**Run 1: placed standard cells**

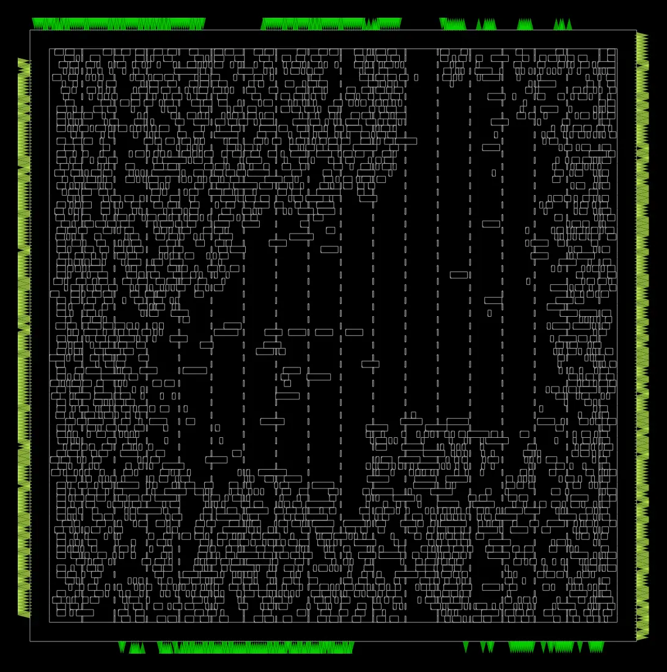
**Run 1: I/O nets highlighted**

(1 px per um)
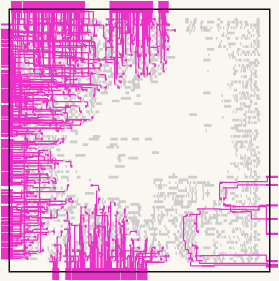
**Run 1: metal 2**

(2 px per um)
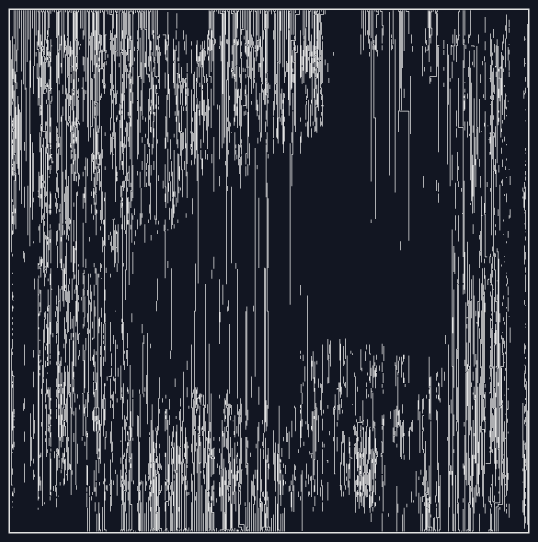
--- src/rtl/rvlab_tlul_host_mux.sv ---
// rvlab_tlul_host_mux: N-host to 1-device TL-UL mux, round-robin with grant lock.
// Optional: define RVLAB_TLUL_HOST_MUX_ERR_EN to consume and flag spurious responses.
package rvlab_tlul_pkg;

  typedef struct packed {
    logic        a_valid;
    logic [2:0]  a_opcode;
    logic [1:0]  a_size;
    logic [7:0]  a_source;
    logic [31:0] a_address;
    logic [3:0]  a_mask;
    logic [31:0] a_data;
    logic        d_ready;
  } tl_h2d_t;

  typedef struct packed {
    logic        d_valid;
    logic [2:0]  d_opcode;
    logic [1:0]  d_size;
    logic [7:0]  d_source;
    logic [31:0] d_data;
    logic        d_error;
    logic        a_ready;
  } tl_d2h_t;

endpackage

module rvlab_tlul_host_mux
  import rvlab_tlul_pkg::*;
#(
  parameter int unsigned NumHosts       = 4,
  parameter int unsigned MaxOutstanding = 4,
  localparam int unsigned HostIdxW      = $clog2(NumHosts),
  localparam int unsigned CntW          = $clog2(MaxOutstanding + 1)
) (
  input  logic            clk_i,
  input  logic            rst_i,
  input  tl_h2d_t         tl_h_i [NumHosts],
  output tl_d2h_t         tl_h_o [NumHosts],
  output tl_h2d_t         tl_d_o,
  input  tl_d2h_t         tl_d_i,
  output logic [CntW-1:0] outstanding_o,
  output logic            err_o
);

  localparam int unsigned PtrW =
    (MaxOutstanding > 1) ? $clog2(MaxOutstanding) : 1;

  typedef enum logic {
    IDLE,
    LOCKED
  } state_e;

  typedef logic [HostIdxW-1:0] idx_t;
  typedef logic [PtrW-1:0]     ptr_t;

  function automatic idx_t wrap_add(input idx_t v, input idx_t k);
    logic [HostIdxW:0] s;
    s = {1'b0, v} + {1'b0, k};
    if (s >= (HostIdxW + 1)'(NumHosts)) begin
      s = s - (HostIdxW + 1)'(NumHosts);
    end
    return s[HostIdxW-1:0];
  endfunction

  function automatic ptr_t ptr_inc(input ptr_t p);
    ptr_t r;
    if (p == PtrW'(MaxOutstanding - 1)) r = '0;
    else                                r = p + PtrW'(1);
    return r;
  endfunction

  state_e          state_q, state_d;
  idx_t            lock_idx_q, lock_idx_d;
  idx_t            rr_q, rr_d;
  idx_t            fifo_q [MaxOutstanding];
  ptr_t            wr_ptr_q, rd_ptr_q;
  logic [CntW-1:0] cnt_q, cnt_d;

  idx_t cand_idx, gnt_idx, head_idx;
  logic cand_vld, gnt_vld;
  logic full, nonempty;
  logic dev_a_valid, dev_d_ready;
  logic host_a_ready;
  logic push, pop;

  // First requesting host at or after rr_q; scanning backwards lets the
  // nearest one win without an early exit.
  always_comb begin
    cand_idx = rr_q;
    cand_vld = 1'b0;
    for (int unsigned k = 0; k < NumHosts; k++) begin
      if (tl_h_i[wrap_add(rr_q, idx_t'(NumHosts - 1 - k))].a_valid) begin
        cand_vld = 1'b1;
        cand_idx = wrap_add(rr_q, idx_t'(NumHosts - 1 - k));
      end
    end
  end

  assign gnt_idx  = (state_q == LOCKED) ? lock_idx_q : cand_idx;
  assign gnt_vld  = (state_q == LOCKED) ? tl_h_i[lock_idx_q].a_valid
                                        : cand_vld;
  assign full     = (cnt_q == CntW'(MaxOutstanding));
  assign nonempty = (cnt_q != '0);
  assign head_idx = fifo_q[rd_ptr_q];

  assign dev_a_valid  = gnt_vld && !full && !rst_i;
  assign host_a_ready = dev_a_valid && tl_d_i.a_ready;
  assign push         = host_a_ready;

`ifdef RVLAB_TLUL_HOST_MUX_ERR_EN
  assign dev_d_ready = !rst_i &&
    (nonempty ? tl_h_i[head_idx].d_ready : tl_d_i.d_valid);
`else
  assign dev_d_ready = !rst_i && nonempty && tl_h_i[head_idx].d_ready;
`endif

  assign pop = nonempty && tl_d_i.d_valid && dev_d_ready;

  always_comb begin
    tl_d_o         = tl_h_i[gnt_idx];
    tl_d_o.a_valid = dev_a_valid;
    tl_d_o.d_ready = dev_d_ready;
  end

  always_comb begin
    for (int unsigned i = 0; i < NumHosts; i++) begin
      tl_h_o[i] = '0;
      if (nonempty && head_idx == idx_t'(i)) begin
        tl_h_o[i] = tl_d_i;
      end
      tl_h_o[i].a_ready = host_a_ready && (gnt_idx == idx_t'(i));
    end
  end

  // Lock whenever a request is offered but not taken, so its fields hold.
  always_comb begin
    state_d    = state_q;
    lock_idx_d = lock_idx_q;
    unique case (state_q)
      IDLE: begin
        if (dev_a_valid && !tl_d_i.a_ready) begin
          state_d    = LOCKED;
          lock_idx_d = gnt_idx;
        end
      end
      LOCKED: begin
        if (push) state_d = IDLE;
      end
      default: state_d = IDLE;
    endcase
  end

  assign rr_d = push ? wrap_add(gnt_idx, idx_t'(1)) : rr_q;

  always_comb begin
    cnt_d = cnt_q;
    unique case ({push, pop})
      2'b10:   cnt_d = cnt_q + CntW'(1);
      2'b01:   cnt_d = cnt_q - CntW'(1);
      default: cnt_d = cnt_q;
    endcase
  end

  always_ff @(posedge clk_i or posedge rst_i) begin
    if (rst_i) begin
      state_q    <= IDLE;
      lock_idx_q <= '0;
      rr_q       <= '0;
    end else begin
      state_q    <= state_d;
      lock_idx_q <= lock_idx_d;
      rr_q       <= rr_d;
    end
  end

  always_ff @(posedge clk_i or posedge rst_i) begin
    if (rst_i) begin
      for (int unsigned i = 0; i < MaxOutstanding; i++) begin
        fifo_q[i] <= '0;
      end
      wr_ptr_q <= '0;
      rd_ptr_q <= '0;
      cnt_q    <= '0;
    end else begin
      if (push) begin
        fifo_q[wr_ptr_q] <= gnt_idx;
        wr_ptr_q         <= ptr_inc(wr_ptr_q);
      end
      if (pop) begin
        rd_ptr_q <= ptr_inc(rd_ptr_q);
      end
      cnt_q <= cnt_d;
    end
  end

  assign outstanding_o = cnt_q;

`ifdef RVLAB_TLUL_HOST_MUX_ERR_EN
  logic err_q, err_d;

  assign err_d = err_q || (!nonempty && tl_d_i.d_valid);

  always_ff @(posedge clk_i or posedge rst_i) begin
    if (rst_i) err_q <= 1'b0;
    else       err_q <= err_d;
  end

  assign err_o = err_q;

  a_no_push_full: assert property (
    @(posedge clk_i) disable iff (rst_i) push |-> !full
  );
`else
  assign err_o = 1'b0;
`endif

endmodule

--- config.mk ---
export PLATFORM = sky130hd
export DESIGN_NAME = rvlab_tlul_host_mux
export DESIGN_NICKNAME = d
export VERILOG_FILES = /design/src/rtl/rvlab_tlul_host_mux.sv
export SDC_FILE = /design/constraint.sdc
export NUM_CORES = 1
export LEC_CHECK = 0
export ABC_AREA = 1
export CELL_PAD_IN_SITES_DETAIL_PLACEMENT = 1
export CELL_PAD_IN_SITES_GLOBAL_PLACEMENT = 1
export CORE_AREA = 8 8 251 253
export DETAILED_ROUTE_END_ITERATION = 10
export DIE_AREA = 0 0 259 261
export PLACE_DENSITY_LB_ADDON = 0.2
export SYNTH_ARGS = -nofsm -noshare
export SYNTH_HDL_FRONTEND = slang
export SYNTH_SLANG_ARGS = --single-unit
--- constraint.sdc ---
create_clock -name clk_i -period 2.8 [get_ports clk_i]
set_clock_uncertainty 0.15 [all_clocks]
set_input_delay 0.28 -clock clk_i [delete_from_list [all_inputs] [get_ports clk_i]]
set_output_delay 0.28 -clock clk_i [all_outputs]
set_load 0.03 [all_outputs]
==> flow_summary.ini, run 1 <==
; flow metrics
[final_timing]
setup_tns_ns = -8.583
setup_violations = 86
slew_viol_final = 0
period_minus_slack_ns = 2.950
finalCritPeriodShare = 1.054
worst_pin_slew_ns = 0.8492
fmax_ghz = 0.3389
slew_headroom = 0.4332
worst_hold_slack_ns = 0.3331
rsz0062_at_grt = true
hold_violations = 0
post-route-worst-setup-slack_ns = -0.1503

[worst_setup_path]
max_stage_delay_ns = 0.48
cp_data_arrival_time_ns = 2.52
r2r-start = rr_q[0]
cp-end-kind = primary output
critical_path_buf_inv_count = 6
crit_path_frequent_cell = nand2_2
path_cells = buf_6 -> nand2_4 -> nand2_4 -> nand2_2 -> nand2_2 -> inv_2 -> nand2_2 -> nand2_2 -> nand2_2 -> nand3_4 -> buf_12 -> buf_16 -> buf_6 -> nand3_1 -> nand3_1 -> nand2_1 -> buf_6
reg2reg_to = outstanding_o[2]
r2r_slack_ns = -0.09
cp-start-kind = register
crit_fanout = 9
endpoint = tl_d_o[41]
critPathLaunch = rr_q[0]
r2r_cells = 18
critPathTopFamily = simple AND/OR/NAND/NOR gates
crit_type = reg2out
cp_slowest_cell = dfrtp_2
crit_required_ns = 2.37
cp_num_cells = 17

[outcome]
violations = negative setup slack
status = complete, but fails checks

[die]
die_h_um = 261
fp_util = 0.1100
num_rows = 90
die_area_um2 = 67600
core_area_um2 = 59340
die_w_um = 259

[place]
dp.cells = 2845
dpl.hpwl_um = 46920
pre_cts_ws_ns = -0.6342
place_area_um2 = 14440
place_congestion = 0.8517

[grt]
gr-usage-all-layers = 0.1616
antenna_found_initial = 14
grt_pass1_vias = 12270
grt_pass1_wl_um = 83230
grt_max_degree = 70
grt_overflow = 0
use_met3 = 0.05221
grt.busiest_layer = met2
grt_use_met1 = 0.1770

[final_layout]
final_layout_size_suffix_gt1_frac = 0.3452
n_fill_cell = 7334
largest_register = fifo_q
final_layout_top_logic_cell = inv_1
largest_register_ffs = 8
lay_top_cells = 394 x inv_1, 384 x clkdlybuf4s50_1, 211 x nand3_2
nNetsFinal = 2535
final_cell_area_um2 = 18130
syn_to_final_growth_pct = 177.7

[run]
warnings = 34
maxCapViolCount = 0

[hold_path]
min_from = fifo_q[1]
worst_hold_path.num_cells = 2
hold_path.class = reg2reg
whs_endpoint = fifo_q[1]

[logic_synthesis]
netlist_area_um2 = 6529
synthTopCellsByArea = nand3_1 26%, inv_1 23%, nand2_1 18%
ys_area_um2 = 6529
top_logic_kind = simple AND/OR/NAND/NOR gates
syn_inst = 1426
yosysUniqueCellTypes = 24
syn_nets = 1819
ys_warn_count = 0
yosysTopAreaCell = nand3_1
edf_count = 0
synth.avg_cell_area_um2 = 4.578
ys_sh_xor = 0.002683
async_flop_share = 1.000
top_cell = inv_1
ff_type = dfrtp_1
seq_area_frac_synth = 0.07666
ys_sh_aoi = 0.02127
ys_cells = 1426
mux_share = 0
synthSimpleGateAreaFrac = 0.5629
top_cells_by_count = 405 x inv_1, 343 x nand3_1, 311 x nand2_1
synth_flops = 20
fa_ha_area_frac = 0.02223
yosys.area.top_type_share = 0.2629

[clock_tree]
cts_buffer_depth = 2
path_clk_slew_ns = 0.06
cts_resized = 527
worstSkewPairLatency_ns = 0.25
ctsHoldBuffers = 0
h-tree-depth = 1
post-cts-setup-buffers = 34
cts_tree = done
cts-root-buf = clkbuf_16
cts.sinks = 20
numCtsBuffers = 3

[drt]
drc = 0
drtIter0Drc = 372
drtPass1Iterations = 4
wl_met3_um = 4788
route.met2.wl_um = 31720
wirelength_met1_um = 22980
maxUsedRoutingLayer = met5
final_antenna_net_count = 0
via_per_inst = 3.953
routedWlPerCell_um = 20.58
-- 'placed standard cells' (at the start) --
fin util: 0.3055
Layout Cells excl Fill: 2929
Seq cells: 20

-- 'I/O nets highlighted' (at the start) --
port	color	bits	direction	end cells	wire
tl_h_i	magenta	332	input	336	16100 um
I/O pins: 661
port bufs: 659

-- 'metal 2' (at the start) --
nets with wire on the layer	2145
main direction	vertical
share of all routed wire	53%
Routed WL: 60270 um
met2 Use GR: 0.3093
DR vias: 11580

## run 1: final cells by class
| class | instances | area, um^2 | area share |
|---|---|---|---|
| sequential | 20 | 503.0 | 0.02775 |
| antenna | 6 | 15.01 | 0.0008283 |
| tap | 782 | 978.4 | 0.05398 |
| clock buffer | 3 | 75.07 | 0.004141 |
| timing repair buffer | 807 | 9074 | 0.5006 |
| clock inverter | 1 | 30.03 | 0.001657 |
| multi-input combinational | 902 | 5903 | 0.3256 |
| inverter | 408 | 1549 | 0.08545 |
==> inputs of run 2 (changes only) <==
- CAP_MARGIN: unset -> 20
**Run 2: I/O pins on the die edge**

(2 px per um) Pins as bars across the die edge, other pins in gray.
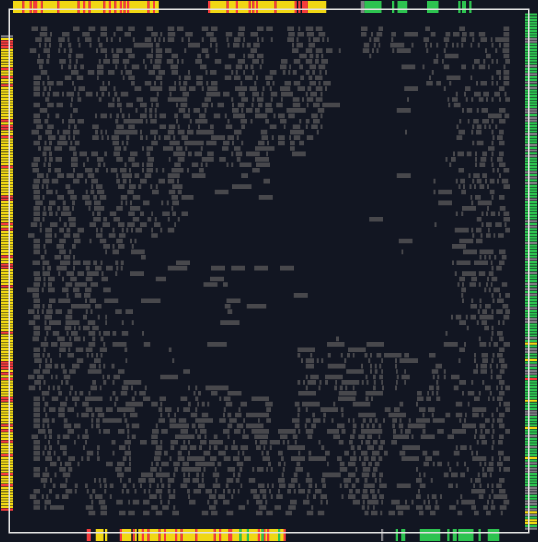
port	color	pins	direction	edge
tl_h_o	green	192	output	131 east, 36 south, 25 north
tl_h_i	yellow	332	input	140 west, 112 north, 72 south, 8 east
tl_d_o	red	83	output	34 west, 29 north, 19 south, 1 east
all pins by edge	190 east, 175 west, 168 north, 128 south
Die X: 259 um
Die Y: 261 um

==> run 2 against run 1 <==
The flow still finishes with violations (negative setup slack). Highest routed layer unchanged. Sequential cell count unchanged. Hold slack unchanged. Largest cell class unchanged.
==> flow_summary.ini, run 2 <==
; flow metrics
[hold_path]
hold_path.class = reg2reg
whs_endpoint = fifo_q[1]
min_from = fifo_q[1]
worst_hold_path.num_cells = 2

[logic_synthesis]
synthTopCellsByArea = nand3_1 26%, inv_1 23%, nand2_1 18%
synth.avg_cell_area_um2 = 4.578
yosys.area.top_type_share = 0.2629
edf_count = 0
yosysTopAreaCell = nand3_1
top_cells_by_count = 405 x inv_1, 343 x nand3_1, 311 x nand2_1
yosysUniqueCellTypes = 24
ff_type = dfrtp_1
seq_area_frac_synth = 0.07666
syn_nets = 1819
synth_flops = 20
ys_cells = 1426
top_cell = inv_1
ys_area_um2 = 6529
netlist_area_um2 = 6529
ys_warn_count = 0
async_flop_share = 1.000

[grt]
grt.busiest_layer = met2
antenna_found_initial = 14
met2_usage = 0.3093
grt_pass1_vias = 12270
grt_max_degree = 70
grt_pass1_wl_um = 83230
grt_overflow = 0
grt_use_met1 = 0.1770
gr-usage-all-layers = 0.1616
use_met3 = 0.05221

[final_layout]
n_antenna_cell = 6
comb_cells = 902
regArea_um2 = 503.0
nNetsFinal = 2535
seq_cell_count = 20
buffers = 807
seq_share = 0.02775
nonClkBufAreaFrac = 0.5006
lay_top_cells = 394 x inv_1, 384 x clkdlybuf4s50_1, 211 x nand3_2
final_layout_size_suffix_gt1_frac = 0.3452
final_cells = 2929
clock_area_frac = 0.005798
syn_to_final_growth_pct = 177.7
logic_area_um2 = 5903
largest_register_ffs = 8
sh_comb_area = 0.3256
clock_buffers = 3
final_cell_area_um2 = 18130
dominant_cells = non-clock buffers
final_layout_top_logic_cell = inv_1
final_core_util = 0.3055
n_fill_cell = 7334
largest_register = fifo_q

[clock_tree]
ctsHoldBuffers = 0
cts-root-buf = clkbuf_16
h-tree-depth = 1
cts.sinks = 20
cts_buffer_depth = 2
numCtsBuffers = 3
path_clk_slew_ns = 0.06
worstSkewPairLatency_ns = 0.25
cts_tree = done

[drt]
drtPass1Iterations = 4
drc = 0
via_count = 11580
wirelength_met1_um = 22980
wl_met3_um = 4788
routedWlPerCell_um = 20.58
route.met2.wl_um = 31720
drtIter0Drc = 372
totalWireLength_um = 60270
via_per_inst = 3.953

[outcome]
violations = negative setup slack
status = complete, but fails checks

[worst_setup_path]
critPathTopFamily = simple AND/OR/NAND/NOR gates
crit_fanout = 9
cp_data_arrival_time_ns = 2.52
cp-end-kind = primary output
max_stage_delay_ns = 0.48
critical_path_buf_inv_count = 6
crit_path_frequent_cell = nand2_2
critPathLaunch = rr_q[0]
endpoint = tl_d_o[41]
cp_slowest_cell = dfrtp_2
cp_num_cells = 17
crit_type = reg2out
path_cells = buf_6 -> nand2_4 -> nand2_4 -> nand2_2 -> nand2_2 -> inv_2 -> nand2_2 -> nand2_2 -> nand2_2 -> nand3_4 -> buf_12 -> buf_16 -> buf_6 -> nand3_1 -> nand3_1 -> nand2_1 -> buf_6
r2r_cells = 18
cp-start-kind = register
r2r_slack_ns = -0.09
r2r-start = rr_q[0]
crit_required_ns = 2.37

[place]
dpl.hpwl_um = 46920
dp.cells = 2845
place_congestion = 0.8517
pre_cts_ws_ns = -0.6342
place_area_um2 = 14440

[final_timing]
worst_hold_slack_ns = 0.3331
finalCritPeriodShare = 1.054
post-route-worst-setup-slack_ns = -0.1503
hold_violations = 0
rsz0062_at_grt = true
slew_viol_final = 0
fmax_ghz = 0.3389
slew_headroom = 0.4332
worst_pin_slew_ns = 0.8492
setup_tns_ns = -8.583
setup_violations = 86
period_minus_slack_ns = 2.950

[die]
die_area_um2 = 67600
fp_util = 0.1100
core_area_um2 = 59340
num_io_pins = 661
num_rows = 90
n_tap_cell = 782

[run]
maxCapViolCount = 0
warnings = 34
## run 2: cell counts after synthesis
Identical to the previous run, type by type.
## run 2: kinds of logic after synthesis
| kind of cell | count (synthesis) | share of synthesized area |
|---|---|---|
| XOR/XNOR | 2 | 0.002684 |
| adder cells (fa/ha/maj) | 11 | 0.02223 |
| AND/OR/NAND/NOR | 861 | 0.5629 |
| AND-OR/OR-AND | 27 | 0.02127 |
| flip-flops | 20 | 0.07666 |
| other | 1 | 0.0005744 |
| buffers and inverters | 504 | 0.3137 |
## run 2: what timing repair did
action | CTS | global route
cloned | 17 | 12
gates resized | 527 | 285
setup buffers | 34 | 16
pin swaps | 104 | 114
setup endpoints to repair | 174 | 212
**Run 2: metal 2**

(2 px per um)
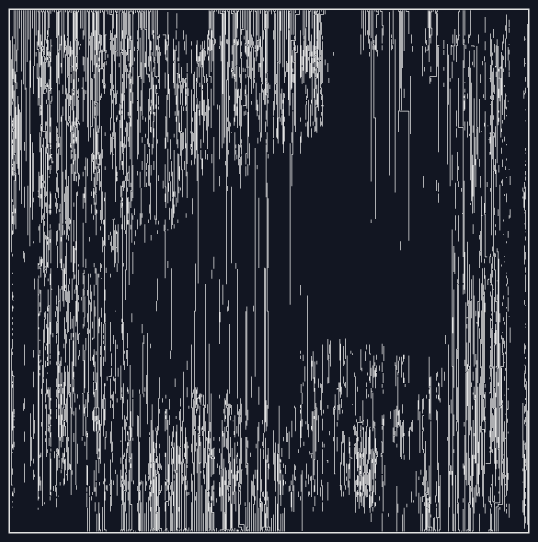

==> inputs of run 3 (changes only) <==
--- a/constraint.sdc
+++ b/constraint.sdc
@@ -3,3 +3,3 @@
 set_input_delay 0.28 -clock clk_i [delete_from_list [all_inputs] [get_ports clk_i]]
 set_output_delay 0.28 -clock clk_i [all_outputs]
-set_load 0.03 [all_outputs]
+set_load 0.005 [all_outputs]
**Run 3: metal 2**

(2 px per um)
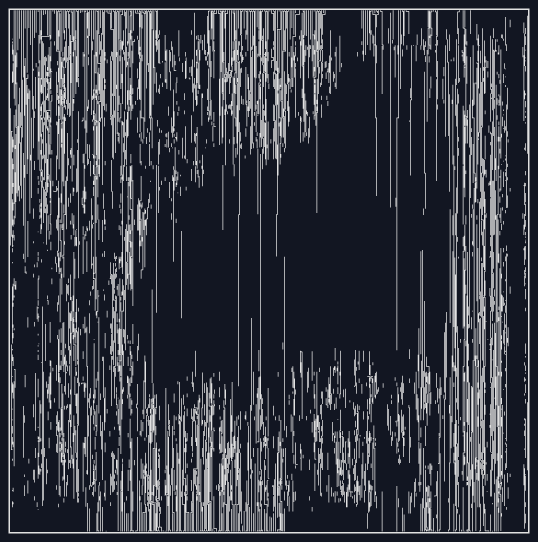
wire length on this layer	32.2 mm
share of all routed wire	52%
longest straight run	122 um
main direction	vertical
met2 Use GR: 0.2795
DR vias: 11570
Routed WL: 61410 um

==> run 3 against run 2 <==
The flow still finishes with violations (negative setup slack). Die area unchanged. Area after synthesis did not move. Critical path type unchanged. Critical endpoint is now tl_d_o[19]. Largest cell class unchanged. Highest routed layer unchanged.
==> flow_summary.ini, run 3 <==
; flow metrics
[drt]
route.met2.wl_um = 32230
final_antenna_net_count = 0
wirelength_met1_um = 21970
drtIter0Drc = 354
routedWlPerCell_um = 20.83
via_per_inst = 3.922

[final_layout]
lay_top_cells = 458 x clkdlybuf4s50_1, 397 x inv_1, 238 x nand3_1
nNetsFinal = 2549
buffers = 820
clock_area_frac = 0.004390
syn_to_final_growth_pct = 161.9
seq_share = 0.02949
comb_cells = 903
regArea_um2 = 504.2
largest_register_ffs = 8
seq_cell_count = 20
sh_comb_area = 0.2917
inv_count = 408
largest_register = fifo_q
final_layout_size_suffix_gt1_frac = 0.2191
clock_buffers = 3
logic_area_um2 = 4989
n_fill_cell = 7393

[final_timing]
hold_violations = 0
slew_viol_final = 0
setup_violations = 85
post-route-worst-setup-slack_ns = -0.1458
finalCritPeriodShare = 1.052
slew_headroom = 0.4528
period_minus_slack_ns = 2.946
worst_hold_slack_ns = 0.3462

[die]
fp_util = 0.1100
die_area_um2 = 67600
die_w_um = 259
core_area_um2 = 59340
die_h_um = 261
num_rows = 90

[worst_setup_path]
r2r-start = rr_q[0]
crit_required_ns = 2.37
cp-start-kind = register
crit_type = reg2out
path_cells = inv_4 -> nand2_1 -> nand2_1 -> nand2_1 -> nand2_2 -> nand2_2 -> nand2_2 -> nand2_2 -> nand2_2 -> nand3_4 -> nand2_8 -> buf_16 -> buf_8 -> buf_6 -> nand2_1 -> nand3_1 -> nand2_1 -> buf_2
critical_path_buf_inv_count = 5
critPathTopFamily = simple AND/OR/NAND/NOR gates
crit_fanout = 6
cp_slowest_cell = dfrtp_2
max_stage_delay_ns = 0.47

[logic_synthesis]
synth.avg_cell_area_um2 = 4.578
syn_inst = 1426
netlist_area_um2 = 6529
synth_flops = 20
top_logic_kind = simple AND/OR/NAND/NOR gates
top_cells_by_count = 405 x inv_1, 343 x nand3_1, 311 x nand2_1
edf_count = 0
ys_sh_xor = 0.002683
syn_nets = 1819
fa_ha_area_frac = 0.02223
synthSimpleGateAreaFrac = 0.5629
yosysUniqueCellTypes = 24
ff_type = dfrtp_1
async_flop_share = 1.000
ys_warn_count = 0
mux_share = 0
ys_area_um2 = 6529
top_cell = inv_1
ys_cells = 1426
ys_sh_aoi = 0.02127
yosysTopAreaCell = nand3_1

[clock_tree]
cts-root-buf = clkbuf_16
worstSkewPairLatency_ns = 0.25
h-tree-depth = 1
cts_resized = 196
numCtsBuffers = 3
cts_tree = done
cts_buffer_depth = 2
post-cts-setup-buffers = 3
path_clk_slew_ns = 0.06
ctsHoldBuffers = 0

[grt]
use_met3 = 0.06570
grt.busiest_layer = met2
antenna_found_initial = 30
grt_pass1_vias = 11950
grt_pass1_wl_um = 77800
grt_overflow = 0
gr-usage-all-layers = 0.1505

[run]
warnings = 34

[outcome]
status = complete, but fails checks
violations = negative setup slack

[place]
dpl.hpwl_um = 47220
place_congestion = 0.8381
place_area_um2 = 14600

[hold_path]
min_from = fifo_q[3]
[run 3: worst paths after layout]
kind,end,slack (ns),depth (start not counted)
setup reg to reg,outstanding_o[2],0.08,17
hold / removal,fifo_q[3],0.35,2
min in group asynchronous,outstanding_o[0],0.44,2
hold reg to reg,fifo_q[3],0.35,2
setup / recovery,tl_d_o[19],-0.15,18
max in group asynchronous,rd_ptr_q[0],1.50,2
[run 3: per-stage QoR]
step                      worst slack (ns)  instances  setup TNS [ns]    util
after floorplan                     0.1322       1426               0       -
after global placement             -0.5154       2858          -34.35  0.2460
after detailed placement           -0.4992       2858          -37.45  0.2460
after CTS                          -0.4379       2865          -23.72  0.2476
after global routing               -0.2957       2946          -20.90  0.2880
final                              -0.1458       2949          -6.891  0.2882

==> layout pictures side by side <==
Routed metal, one color a layer.
(1 px per um) Two of the layers only.
shot_01.png
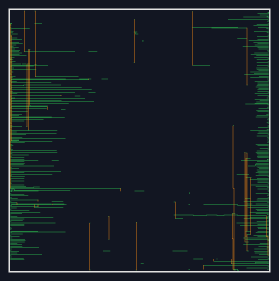
shot_02.png
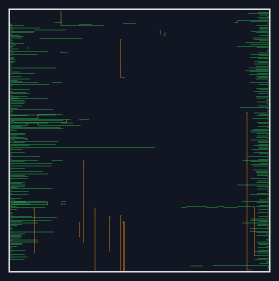
shot_01.png is run 3.
shot_02.png is run 2.

Key to shot_01.png:
layer	color	wire length
M3	green	5550 um
M4	orange	1450 um

